## src/rtl/coef_fifo_pkg.sv

```systemverilog
// Shared types and constants for the coefficient FIFO reader.
package coef_fifo_pkg;

    typedef enum logic [2:0] {
        ST_IDLE,
        ST_CSR_RD,
        ST_CSR_WAIT,
        ST_GAP,
        ST_DATA_RD,
        ST_DATA_WAIT
    } fsm_state_e;

    typedef enum logic {
        PS_HDR,
        PS_COEF
    } parse_state_e;

    localparam int MAGIC_HI = 31;
    localparam int MAGIC_LO = 16;
    localparam int COUNT_HI = 7;
    localparam int COUNT_LO = 0;
    localparam int FILL_W   = 16;

    localparam logic [2:0] CSR_FILL_LEVEL = 3'd0;

endpackage

```

## src/rtl/coef_frame_parser.sv

```systemverilog
// Frame parser: checks headers, tracks index/remaining, and registers the
// coefficient and frame pulses for the filter bank.
module coef_frame_parser
    import coef_fifo_pkg::*;
#(
    parameter int          N_COEF = 64,
    parameter logic [15:0] MAGIC  = 16'hC0EF
) (
    input  logic        clk_clk,
    input  logic        reset_reset,
    input  logic        word_valid,
    input  logic [31:0] word,
    output logic        coef_valid,
    output logic [7:0]  coef_index,
    output logic [31:0] coef_data,
    output logic        frame_done,
    output logic        frame_err
);

    parse_state_e state_q, state_d;
    logic [7:0]   remaining_q, remaining_d;
    logic [7:0]   index_q, index_d;
    logic         coef_valid_q, coef_valid_d;
    logic [7:0]   coef_index_q, coef_index_d;
    logic [31:0]  coef_data_q, coef_data_d;
    logic         frame_done_q, frame_done_d;
    logic         frame_err_q, frame_err_d;

    logic [7:0] hdr_count;
    logic       hdr_ok;

    assign hdr_count = word[COUNT_HI:COUNT_LO];
    assign hdr_ok    = (word[MAGIC_HI:MAGIC_LO] == MAGIC) && (hdr_count != 8'd0)
                       && (int'(hdr_count) <= N_COEF);

    always_comb begin
        state_d      = state_q;
        remaining_d  = remaining_q;
        index_d      = index_q;
        coef_valid_d = 1'b0;
        coef_index_d = coef_index_q;
        coef_data_d  = coef_data_q;
        frame_done_d = 1'b0;
        frame_err_d  = 1'b0;
        if (word_valid) begin
            case (state_q)
                PS_HDR: begin
                    // A rejected header is dropped; the next word is again a header candidate.
                    if (hdr_ok) begin
                        remaining_d = hdr_count;
                        index_d     = 8'd0;
                        state_d     = PS_COEF;
                    end else begin
                        frame_err_d = 1'b1;
                    end
                end
                PS_COEF: begin
                    coef_valid_d = 1'b1;
                    coef_index_d = index_q;
                    coef_data_d  = word;
                    index_d      = index_q + 8'd1;
                    remaining_d  = remaining_q - 8'd1;
                    if (remaining_q == 8'd1) begin
                        frame_done_d = 1'b1;
                        state_d      = PS_HDR;
                    end
                end
                default: state_d = PS_HDR;
            endcase
        end
    end

    always_ff @(posedge clk_clk) begin
        if (reset_reset) begin
            state_q      <= PS_HDR;
            remaining_q  <= 8'd0;
            index_q      <= 8'd0;
            coef_valid_q <= 1'b0;
            coef_index_q <= 8'd0;
            coef_data_q  <= 32'd0;
            frame_done_q <= 1'b0;
            frame_err_q  <= 1'b0;
        end else begin
            state_q      <= state_d;
            remaining_q  <= remaining_d;
            index_q      <= index_d;
            coef_valid_q <= coef_valid_d;
            coef_index_q <= coef_index_d;
            coef_data_q  <= coef_data_d;
            frame_done_q <= frame_done_d;
            frame_err_q  <= frame_err_d;
        end
    end

    assign coef_valid = coef_valid_q;
    assign coef_index = coef_index_q;
    assign coef_data  = coef_data_q;
    assign frame_done = frame_done_q;
    assign frame_err  = frame_err_q;

endmodule

```

## src/rtl/coef_fifo_reader.sv

```systemverilog
// Polls the coefficient FIFO fill level and pops words only while data is
// known to be present; framing is handled by coef_frame_parser.
module coef_fifo_reader
    import coef_fifo_pkg::*;
#(
    parameter int          N_COEF   = 64,
    parameter int          POLL_GAP = 16,
    parameter logic [15:0] MAGIC    = 16'hC0EF
) (
    input  logic        clk_clk,
    input  logic        reset_reset,
    input  logic        run,
    output logic        fifo_read,
    input  logic [31:0] fifo_readdata,
    output logic [2:0]  csr_address,
    output logic        csr_read,
    input  logic [31:0] csr_readdata,
    output logic        coef_valid,
    output logic [7:0]  coef_index,
    output logic [31:0] coef_data,
    output logic        frame_done,
    output logic        frame_err
);

    // GAP plus the following IDLE cycle give POLL_GAP quiet cycles between polls.
    localparam logic [15:0] GAP_LOAD = 16'(POLL_GAP - 2);

    fsm_state_e        state_q, state_d;
    logic [FILL_W-1:0] avail_q, avail_d;
    logic [15:0]       gap_q, gap_d;
    logic              word_valid;
    logic              unused_csr_hi;

    assign unused_csr_hi = ^csr_readdata[31:FILL_W];

    always_ff @(posedge clk_clk) begin
        if (reset_reset) begin
            state_q <= ST_IDLE;
            avail_q <= '0;
            gap_q   <= '0;
        end else begin
            state_q <= state_d;
            avail_q <= avail_d;
            gap_q   <= gap_d;
        end
    end

    always_comb begin
        state_d = state_q;
        avail_d = avail_q;
        gap_d   = gap_q;
        case (state_q)
            ST_IDLE: if (run) state_d = ST_CSR_RD;
            ST_CSR_RD: state_d = ST_CSR_WAIT;
            ST_CSR_WAIT: begin
                avail_d = csr_readdata[FILL_W-1:0];
                gap_d   = GAP_LOAD;
                state_d = (csr_readdata[FILL_W-1:0] == '0) ? ST_GAP : ST_DATA_RD;
            end
            ST_GAP: begin
                if (gap_q == 16'd0) state_d = ST_IDLE;
                else                gap_d   = gap_q - 16'd1;
            end
            ST_DATA_RD: begin
                avail_d = avail_q - 1'b1;
                state_d = ST_DATA_WAIT;
            end
            ST_DATA_WAIT: state_d = (avail_q != '0 && run) ? ST_DATA_RD : ST_IDLE;
            default: state_d = ST_IDLE;
        endcase
    end

    always_comb begin
        csr_read   = (state_q == ST_CSR_RD);
        fifo_read  = (state_q == ST_DATA_RD);
        word_valid = (state_q == ST_DATA_WAIT);
    end

    assign csr_address = CSR_FILL_LEVEL;

    coef_frame_parser #(
        .N_COEF (N_COEF),
        .MAGIC  (MAGIC)
    ) u_parser (
        .clk_clk     (clk_clk),
        .reset_reset (reset_reset),
        .word_valid  (word_valid),
        .word        (fifo_readdata),
        .coef_valid  (coef_valid),
        .coef_index  (coef_index),
        .coef_data   (coef_data),
        .frame_done  (frame_done),
        .frame_err   (frame_err)
    );

endmodule

```

## config.mk

```make
export PLATFORM = sky130hd
export DESIGN_NAME = coef_fifo_reader
export DESIGN_NICKNAME = d
export VERILOG_FILES = /design/src/rtl/coef_fifo_pkg.sv /design/src/rtl/coef_frame_parser.sv /design/src/rtl/coef_fifo_reader.sv
export SDC_FILE = /design/constraint.sdc
export NUM_CORES = 1
export LEC_CHECK = 0
export CAP_MARGIN = 25
export CORE_ASPECT_RATIO = 0.6
export CORE_MARGIN = 2
export CORE_UTILIZATION = 35
export DETAILED_ROUTE_END_ITERATION = 8
export GPL_TIMING_DRIVEN = 0
export HOLD_SLACK_MARGIN = 0.1
export MAX_ROUTING_LAYER = met4
export PLACE_DENSITY = 0.56
export SETUP_SLACK_MARGIN = 0.5
export SYNTH_ARGS = -nofsm -noshare
export SYNTH_HDL_FRONTEND = slang
export SYNTH_HIERARCHICAL = 1
export SYNTH_SLANG_ARGS = --single-unit
```

## constraint.sdc

```tcl
create_clock -name clk_clk -period 4.93 [get_ports clk_clk]
set_input_delay 0.493 -clock clk_clk [delete_from_list [all_inputs] [get_ports clk_clk]]
set_output_delay 0.493 -clock clk_clk [all_outputs]
set_load 0.02 [all_outputs]
```

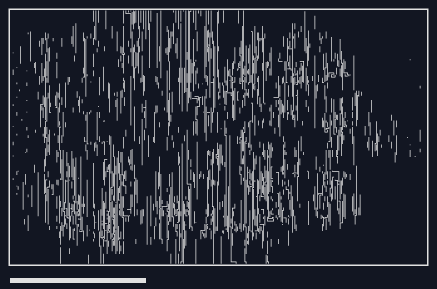
Figure 1: met2 routing.
Bar = 50 µm.
wire length on this layer = 5650 µm
main direction = vertical
longest straight run = 43.3 µm
share of all routed wire = 39%

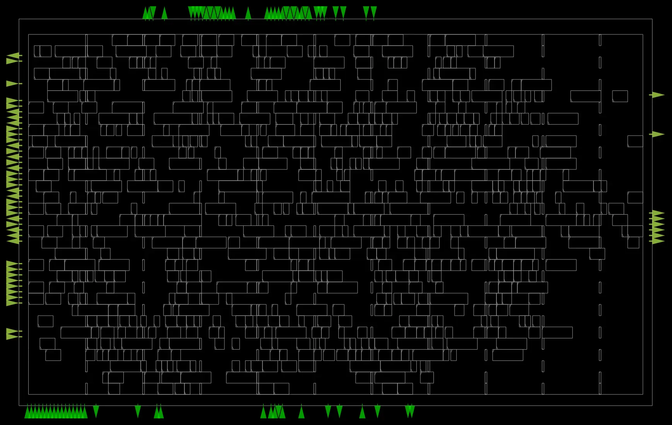
Figure 2: cell placement.
Post-Layout Cell Count: 881
Core Box Area: 0.0129 mm²
FP Rows: 32
flop share of the area: 31.0%

==> impl_metrics.py <==
# Generated from Yosys and OpenROAD reports
metrics = {
    "floorplan": {
        "die_width_um": 153,
        "chip_area_mm2": 0.0143,
        "die_height_um": 93.5,
        "io_pins": 115,
        "fp_util_pct": 36.1,
    },
    "clocking": {
        "clk_pin_slew_ns": 0.07,
        "cts_resized": 0,
        "cts_tree": "done",
        "cts_hold_buf": 0,
        "clock_path_buffers": 2,
        "htree_levels": 3,
        "cts_root_buffer": "clkbuf_16",
        "numCtsBuffers": 9,
        "clock-sinks": 95,
        "postCtsSetupRepairBufs": 0,
    },
    "critical_path": {
        "path_class": "reg -> out",
        "cp-end-kind": "output port",
        "cpPeakStageDelay_ns": 0.65,
        "cp_slowest_cell": "clkdlybuf4s50_1",
        "path_delay_family": "buffers and inverters",
        "required_ns": 4.44,
        "worstPathMaxFanout": 10,
        "cp-start-kind": "flip-flop",
        "crit_path_cell_trace": "clkbuf_1, or3b_1, clkbuf_1, inv_1, buf_2, clkdlybuf4s50_1",
        "worst_ep_arrival_time_ns": 2.55,
        "cp_common_cell": "clkbuf_1",
        "crit_buf_inv": 5,
    },
    "final_timing": {
        "hold_viol_final": 0,
        "max_freq_mhz": 329,
        "min_period_ns": 3.04,
        "setup_viol": 0,
        "tightest_slew_ns": 0.919,
        "timing.slew.headroom_pct": 38.2,
        "rsz0062_at_grt": "false",
        "hold_ws_ns": 0.456,
        "tns_ns": 0,
        "period_used_pct": 61.7,
        "slew_violations": 0,
    },
    "global_route": {
        "antenna_found_initial": 0,
        "grt_overflow": 0,
        "grt_usage_pct": 21.1,
        "grt_max_degree": 16,
        "grt_pass1_wl_um": 23600,
        "grt_pass1_vias": 4436,
    },
    "placement": {
        "place_congestion": 0.907,
        "io_buffers": 94,
        "hpwlAfterDp_um": 11000,
        "dp_cells": 865,
    },
    "logic_synthesis": {
        "syn_inst": 599,
        "synth_top_flop_cell": "dfxtp_1",
        "yosys.stat.seqShare_pct": 40.7,
        "async_flop_share_pct": 0,
        "synth_warnings": 6,
        "ys_seq_elements": 95,
        "ys_types": 65,
        "ys_area_mm2": 0.00467,
        "synth_area_mm2": 0.00467,
        "edf_count": 0,
        "yosysCellCount": 599,
        "synth_top_cell_by_area": "dfxtp_1",
        "postSynthAreaPerCell_um2": 7.80,
        "yosysTopAreaCellShare_pct": 40.7,
        "topCellsByArea": "dfxtp_1, nand2_1, a21oi_1",
    },
    "routing": {
        "first_pass_iters": 5,
        "drc": 0,
        "drt_first_iter_violations": 429,
        "wire_per_inst_um": 16.6,
        "vias_per_cell": 5.56,
        "final_antenna_net_count": 0,
        "wirelength_um": 14600,
        "vias": 4894,
    },
    "cells_and_area": {
        "fill_cells": 1271,
        "mi_logic_area_mm2": 0.00254,
        "final_cell_mix": "nand2_1, dfxtp_1, clkdlybuf4s50_1",
        "drive_gt1_share_pct": 5.77,
        "n_antenna_cell": 0,
        "regArea_mm2": 0.00190,
        "lay_top_count": "nand2_1",
        "area_growth_pct": 31.2,
        "final_util_pct": 47.4,
        "fin_nets": 778,
    },
    "power": {
        "ir_drop_mv": 0.189,
        "leakage_nw": 2.01,
        "p_per_area_mw_per_mm2": 365,
        "p_total_mw": 2.24,
    },
    "worst_hold_path": {
        "min_path_type": "reg -> reg",
    },
    "status": {
        "status": "finished, final reports clean",
    },
    "run": {
        "log.warning_count": 43,
        "drv_cap": 0,
    },
}
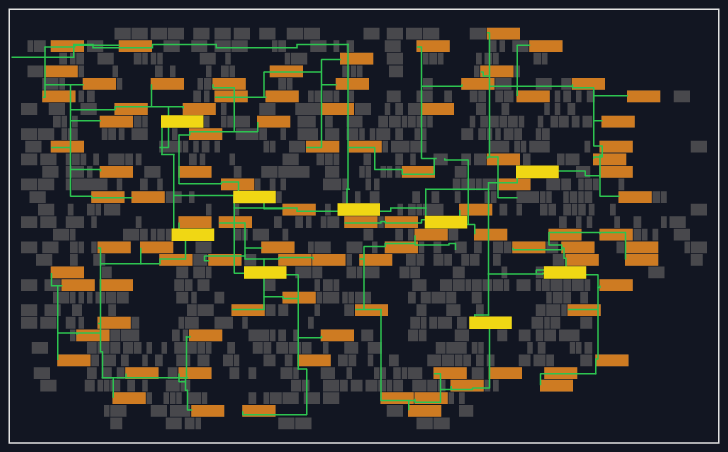
Figure 3: clock network drawn from the DEF.
flip-flops -> orange  # count 95
cells driving clock nets -> yellow  # count 9
clock wires -> green  # length 1290 µm
flops lie = widely spread
final clock skew: 0.00660 ns
Clk. pwr: 690 µW
Clk pwr share: 30.8%
Worst-Skew Late Latency: 0.34 ns

[cell usage after synthesis, types with 3 or more instances]
| cell | instances |
|---|---|
| o211ai_1 | 4 |
| nand3b_1 | 4 |
| o22ai_1 | 4 |
| nor3_1 | 16 |
| a31oi_1 | 15 |
| nand4_1 | 8 |
| o31ai_1 | 7 |
| a21oi_1 | 65 |
| or3_1 | 12 |
| dfxtp_1 | 95 |
| nor3b_1 | 3 |
| o2bb2ai_1 | 3 |
| nor2b_1 | 4 |
| buf_2 | 3 |
| o32ai_1 | 4 |
| mux2i_1 | 6 |
| inv_1 | 18 |
| or4_1 | 6 |
| clkbuf_1 | 34 |
| or2_2 | 3 |
| nand2b_1 | 6 |
| nor4_1 | 16 |
| nor2_1 | 31 |
| ha_1 | 5 |
| and2_1 | 4 |
| and4_1 | 4 |
| nand2_1 | 121 |
| buf_4 | 3 |
| o21ai_0 | 11 |
| nand3_1 | 28 |
| a211oi_1 | 8 |
| o41ai_1 | 3 |
[logic make-up after synthesis]
kind of cell    share of synthesized area [%]
simple gates                             31.1
compound gates                           20.3
flops                                    40.7
buf+inv                                  4.98
mux                                      1.53
fa+ha+maj                                1.34
other cells                            0.0803
[sequential cells by signal, indices dropped and copies added, names as in the netlist, 3 cells and up]
signal and count:
u_parser/coef_data 32, avail_q 16, gap_q 16, u_parser/coef_index 8, u_parser/index_q 8, u_parser/remaining_q 8
state_q 3
[layer usage]
metal  wire [µm]  track usage [%]  vias up
li1            -                -     2395
met1        7720             32.6     2294
met2        5650             27.1      193
met3        1140             5.38       12
met4          95             3.94        0
met5           0                -        -
[area by class of cell]
| type | instances | area share [%] |
|---|---|---|
| Buffer | 40 | 2.69 |
| Clock buffer | 12 | 4.35 |
| Clock inverter | 4 | 0.470 |
| Inverter | 18 | 1.10 |
| Multi-Input combinational cell | 448 | 41.5 |
| Sequential cell | 95 | 31.0 |
| Tap cell | 170 | 3.47 |
| Timing Repair Buffer | 94 | 15.4 |
[per-stage QoR]
| stage | setup WS (ns) | instance area, µm² |
|---|---|---|
| 2_1_floorplan | 2.84 | 4680 |
| 3_3_place_gp | 2.07 | 5830 |
| 3_5_place_dp | 2.10 | 5830 |
| 4_1_cts | 1.90 | 6130 |
| 5_1_grt | 1.74 | 6130 |
| 6_report | 1.89 | 6130 |
[report_power, final]
part,leakage [nW],internal (mW),switching [mW]
sequential,0.767,0.822,0.0686
combinational,1.11,0.263,0.395
clock,0.141,0.384,0.306
total,2.01,1.47,0.770
[path summary, 6_finish.rpt]
| check | start | to | slack (ns) | depth (start not counted) |
|---|---|---|---|---|
| worst max-delay path | state_q[0]$_SDFFE_PP0P_ | fifo_read | 1.89 | 6 |
| worst min-delay path | u_parser/coef_data[19]$_SDFFE_PP0P_ | u_parser/coef_data[19]$_SDFFE_PP0P_ | 0.46 | 2 |
| worst max register to register | state_q[0]$_SDFFE_PP0P_ | u_parser/coef_data[29]$_SDFFE_PP0P_ | 2.24 | 9 |
| worst min register to register | u_parser/coef_data[19]$_SDFFE_PP0P_ | u_parser/coef_data[19]$_SDFFE_PP0P_ | 0.46 | 2 |
Power is estimated from default activity; no workload was simulated.
